<file path="config.mk">
export PLATFORM = sky130hd
export DESIGN_NAME = norm_shift_ctrl
export DESIGN_NICKNAME = d
export VERILOG_FILES = /design/src/rtl/norm_shift_ctrl.sv
export SDC_FILE = /design/constraint.sdc
export NUM_CORES = 1
export LEC_CHECK = 0
export ABC_AREA = 1
export CAP_MARGIN = 20
export CORE_ASPECT_RATIO = 1.75
export CORE_MARGIN = 1.5
export CORE_UTILIZATION = 45
export DETAILED_ROUTE_END_ITERATION = 8
export PLACE_DENSITY = 0.76
export SLEW_MARGIN = 10
export SYNTH_ARGS = -nofsm -noshare
export SYNTH_HDL_FRONTEND = slang
export SYNTH_SLANG_ARGS = --single-unit
export TNS_END_PERCENT = 20
</file>
<file path="constraint.sdc">
create_clock -name clk -period 1.9 [get_ports clk]
set_input_delay 0.285 -clock clk [delete_from_list [all_inputs] [get_ports clk]]
set_output_delay 0.285 -clock clk [all_outputs]
set_load 0.02 [all_outputs]
</file>
<file path="src/rtl/norm_shift_ctrl.sv">
// Post-add normalization controller: one left shift per cycle until the hidden
// bit is set, handling adder carry-out, exact zero, denormal stop and exponent overflow.
module norm_shift_ctrl #(
    parameter int unsigned MANT_W = 27,
    parameter int unsigned EXP_W  = 8
) (
    input  logic              clk,
    input  logic              rst_n,
    input  logic              in_valid,
    output logic              in_ready,
    input  logic [MANT_W-1:0] mant_in,
    input  logic [EXP_W-1:0]  exp_in,
    input  logic              ovf_in,
    output logic              out_valid,
    input  logic              out_ready,
    output logic [MANT_W-1:0] mant_out,
    output logic [EXP_W-1:0]  exp_out,
    output logic [4:0]        shift_cnt,
    output logic              zero_out,
    output logic              denorm_out,
    output logic              inf_out,
    output logic              busy
);

    localparam int unsigned XW    = EXP_W + 1;
    localparam int unsigned CNT_W = 5;
    localparam logic [XW-1:0] EXP_MAX = {1'b0, {EXP_W{1'b1}}};

    typedef enum logic [1:0] {
        IDLE = 2'd0,
        NORM = 2'd1,
        DONE = 2'd2
    } state_t;

    state_t             state_q, state_n;
    logic [MANT_W-1:0]  mant_q, mant_n;
    logic [EXP_W-1:0]   exp_q, exp_n;
    logic [CNT_W-1:0]   cnt_q, cnt_n;
    logic               ovf_q, ovf_n;
    logic               zero_q, zero_n;
    logic               denorm_q, denorm_n;
    logic               inf_q, inf_n;
    logic               out_valid_q, out_valid_n;
    logic               busy_q, busy_n;
    logic               in_ready_q, in_ready_n;
    logic [XW-1:0]      exp_inc;

    // State and datapath registers; handshake flags are registered from next state
    always_ff @(posedge clk or negedge rst_n) begin
        if (!rst_n) begin
            state_q     <= IDLE;
            mant_q      <= '0;
            exp_q       <= '0;
            cnt_q       <= '0;
            ovf_q       <= 1'b0;
            zero_q      <= 1'b0;
            denorm_q    <= 1'b0;
            inf_q       <= 1'b0;
            out_valid_q <= 1'b0;
            busy_q      <= 1'b0;
            in_ready_q  <= 1'b1;
        end else begin
            state_q     <= state_n;
            mant_q      <= mant_n;
            exp_q       <= exp_n;
            cnt_q       <= cnt_n;
            ovf_q       <= ovf_n;
            zero_q      <= zero_n;
            denorm_q    <= denorm_n;
            inf_q       <= inf_n;
            out_valid_q <= out_valid_n;
            busy_q      <= busy_n;
            in_ready_q  <= in_ready_n;
        end
    end

    // Next-state and single-step normalization
    always_comb begin
        state_n  = state_q;
        mant_n   = mant_q;
        exp_n    = exp_q;
        cnt_n    = cnt_q;
        ovf_n    = ovf_q;
        zero_n   = zero_q;
        denorm_n = denorm_q;
        inf_n    = inf_q;
        exp_inc  = {1'b0, exp_q} + XW'(1);

        unique case (state_q)
            IDLE: begin
                if (in_valid && in_ready_q) begin
                    mant_n   = mant_in;
                    exp_n    = exp_in;
                    ovf_n    = ovf_in;
                    cnt_n    = '0;
                    zero_n   = 1'b0;
                    denorm_n = 1'b0;
                    inf_n    = 1'b0;
                    state_n  = NORM;
                end
            end
            NORM: begin
                if (ovf_q) begin
                    // Carry-out: right shift by one, folding the dropped bits into sticky
                    ovf_n   = 1'b0;
                    state_n = DONE;
                    if (exp_inc >= EXP_MAX) begin
                        inf_n  = 1'b1;
                        exp_n  = EXP_MAX[EXP_W-1:0];
                        mant_n = '0;
                    end else begin
                        exp_n  = exp_inc[EXP_W-1:0];
                        mant_n = {1'b1, mant_q[MANT_W-1:2], mant_q[1] | mant_q[0]};
                    end
                end else if (mant_q == '0) begin
                    exp_n   = '0;
                    zero_n  = 1'b1;
                    state_n = DONE;
                end else if (mant_q[MANT_W-1]) begin
                    state_n = DONE;
                end else if (exp_q <= EXP_W'(1)) begin
                    exp_n    = '0;
                    denorm_n = 1'b1;
                    state_n  = DONE;
                end else begin
                    mant_n = {mant_q[MANT_W-2:0], 1'b0};
                    exp_n  = exp_q - EXP_W'(1);
                    cnt_n  = cnt_q + CNT_W'(1);
                end
            end
            DONE: begin
                if (out_ready) begin
                    state_n = IDLE;
                end
            end
            default: begin
                state_n = IDLE;
            end
        endcase

        out_valid_n = (state_n == DONE);
        busy_n      = (state_n != IDLE);
        in_ready_n  = (state_n == IDLE);
    end

    assign in_ready   = in_ready_q;
    assign out_valid  = out_valid_q;
    assign busy       = busy_q;
    assign mant_out   = mant_q;
    assign exp_out    = exp_q;
    assign shift_cnt  = cnt_q;
    assign zero_out   = zero_q;
    assign denorm_out = denorm_q;
    assign inf_out    = inf_q;

endmodule

</file>
Fig. 1: run 1, clock wiring as the flow saved it
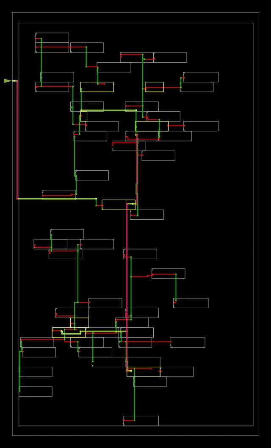
Num CTS Buffers: 5
P_clk: 934 µW

Fig. 2: run 1, the metal 4 layer
Cells faint in the background.
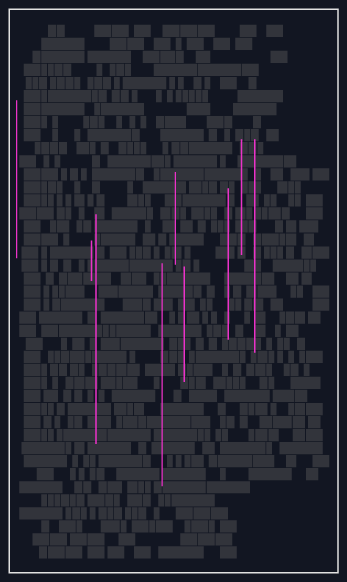
The longest straight run is 47.6 µm. The layer holds 2.7% of the routed length.
final wirelength: 10.4 mm
routed vias: 3751

==> Changelog: implementation <==
### Physical design

- Crit share post-route: 99.9%
- Tot Pwr: between 8 and 9 mW
- Die x size: 68.3 µm
- Crit end category: flop
- # diodes: 0
- Outcome: complete, no violations
- Post-Synth AOI/OAI Area: between 15 and 20%
- Adders+Majority by Area: 1.86%
- Worst path depth: 12
- Crit path required time: 2.12 ns
- Yosys cell count: roughly 490
- Delay-heaviest family, CP: simple AND/OR/NAND/NOR gates
- FF-to-FF Start: exp_out[0]
- Met3 wire length: 405 µm
- NumNets Final: roughly 650
- Die ar.: between 8000 and 9000 µm²
- Clk slew on worst S/H paths: around 0.06 ns
- Vias in the first global route: 3501
- Invs w/o clock: 36
- Met2 Track Usage GR: 50.6%
- XORs/XNORs by Area: 0.783%
- Met2 WL: 5.99 mm
- Setup TNS: 0 ns
- IO Count: 86
- Sw frac: 47.7%
- Post-Route Utilization: 68.5%
- Seq area share: about 25%
- Gr ovfl total: 0
- Met3 Usage GRT: 2.58%
- H-tree Lvls: 2
- Largest net degree at the start of global routing: 34
- Leading cell kind: logic gates
- Gr busiest metal: met2
- Top comb family, area: simple AND/OR/NAND/NOR gates
- Buffers added on ports: 85
- Clock buf/inv share: about 3.2%
Fig. 3: run 1, clock network drawn from the DEF
The bar under the picture is 20 µm long.
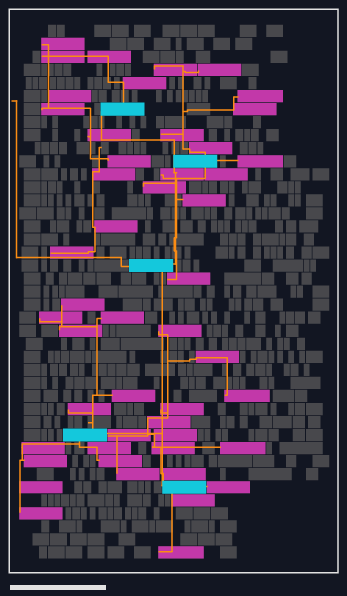
Key: magenta = flip-flops [count 49]; orange = clock wires [length 600 µm]; cyan = clock-net drivers [count 5]
There are 6 routed clock nets.
Clk pwr share: 10.6%
clk_skew: 0.00335 ns
insertion delay at the late pin of the worst-skew pair: 0.29 ns

## run 1: sequential cells by signal (all words and copies together), names as in the netlist
signal / count
mant_out: 27
exp_out: 8
shift_cnt: 5
state_q: 2
busy: 1
denorm_out: 1
in_ready: 1
inf_out: 1
out_valid: 1
ovf_q: 1
zero_out: 1
## run 1: worst max path at each step
| stage | start | to | slack [ns] |
|---|---|---|---|
| after global placement | in_valid | mant_out[0] | -0.04 |
| after global routing | exp_out[0] | mant_out[18] | -0.1 |
| after floorplan | exp_out[1] | mant_out[25] | 0.05 |
| after CTS | exp_out[0] | mant_out[17] | -0.004 |
| final | exp_out[0] | mant_out[18] | 0.002 |
| after detailed placement | in_valid | mant_out[0] | -0.1 |
## run 1: per-stage QoR
step / instances / cell area (µm²) / hold WS, ns
CTS: 690 / 4760 / 0.469
floorplan: 492 / 3360 / -0.0106
finish: 694 / 4950 / 0.457
global placement: 680 / 4570 / 0.236
global route: 694 / 4950 / 0.505
detailed placement: 680 / 4570 / 0.245
## run 1: synth_stat cells, types with 3 or more instances
library cell  instances  share of area, %
nor2_2                6               1.1
inv_2                 8              0.89
nand2_2               4              0.75
nor2_1               68               7.6
inv_1                28               3.1
o21ai_1               6              0.89
nand2_4               3               1.0
buf_6                 4               1.3
dfrtp_1              48                36
xor2_1                3              0.78
o21ai_0              27               4.0
nand3_1              28               4.2
ha_1                  5               1.9
nand4_1               9               1.7
a21oi_1              72                11
nand2_1             137                15
buf_2                13               1.9
## run 1: repair_timing
item / 4_1_cts / 5_1_grt
buffers inserted: 1 / 3
hold endpoints to repair: 15 / 0
resized: 7 / 36
hold buffers: 1 / 0
pin swaps: 1 / 9
endpoints found under the setup margin: 33 / 35
gates cloned: 0 / 1
Power figures rest on the tool's default switching activity, not on a simulated workload.
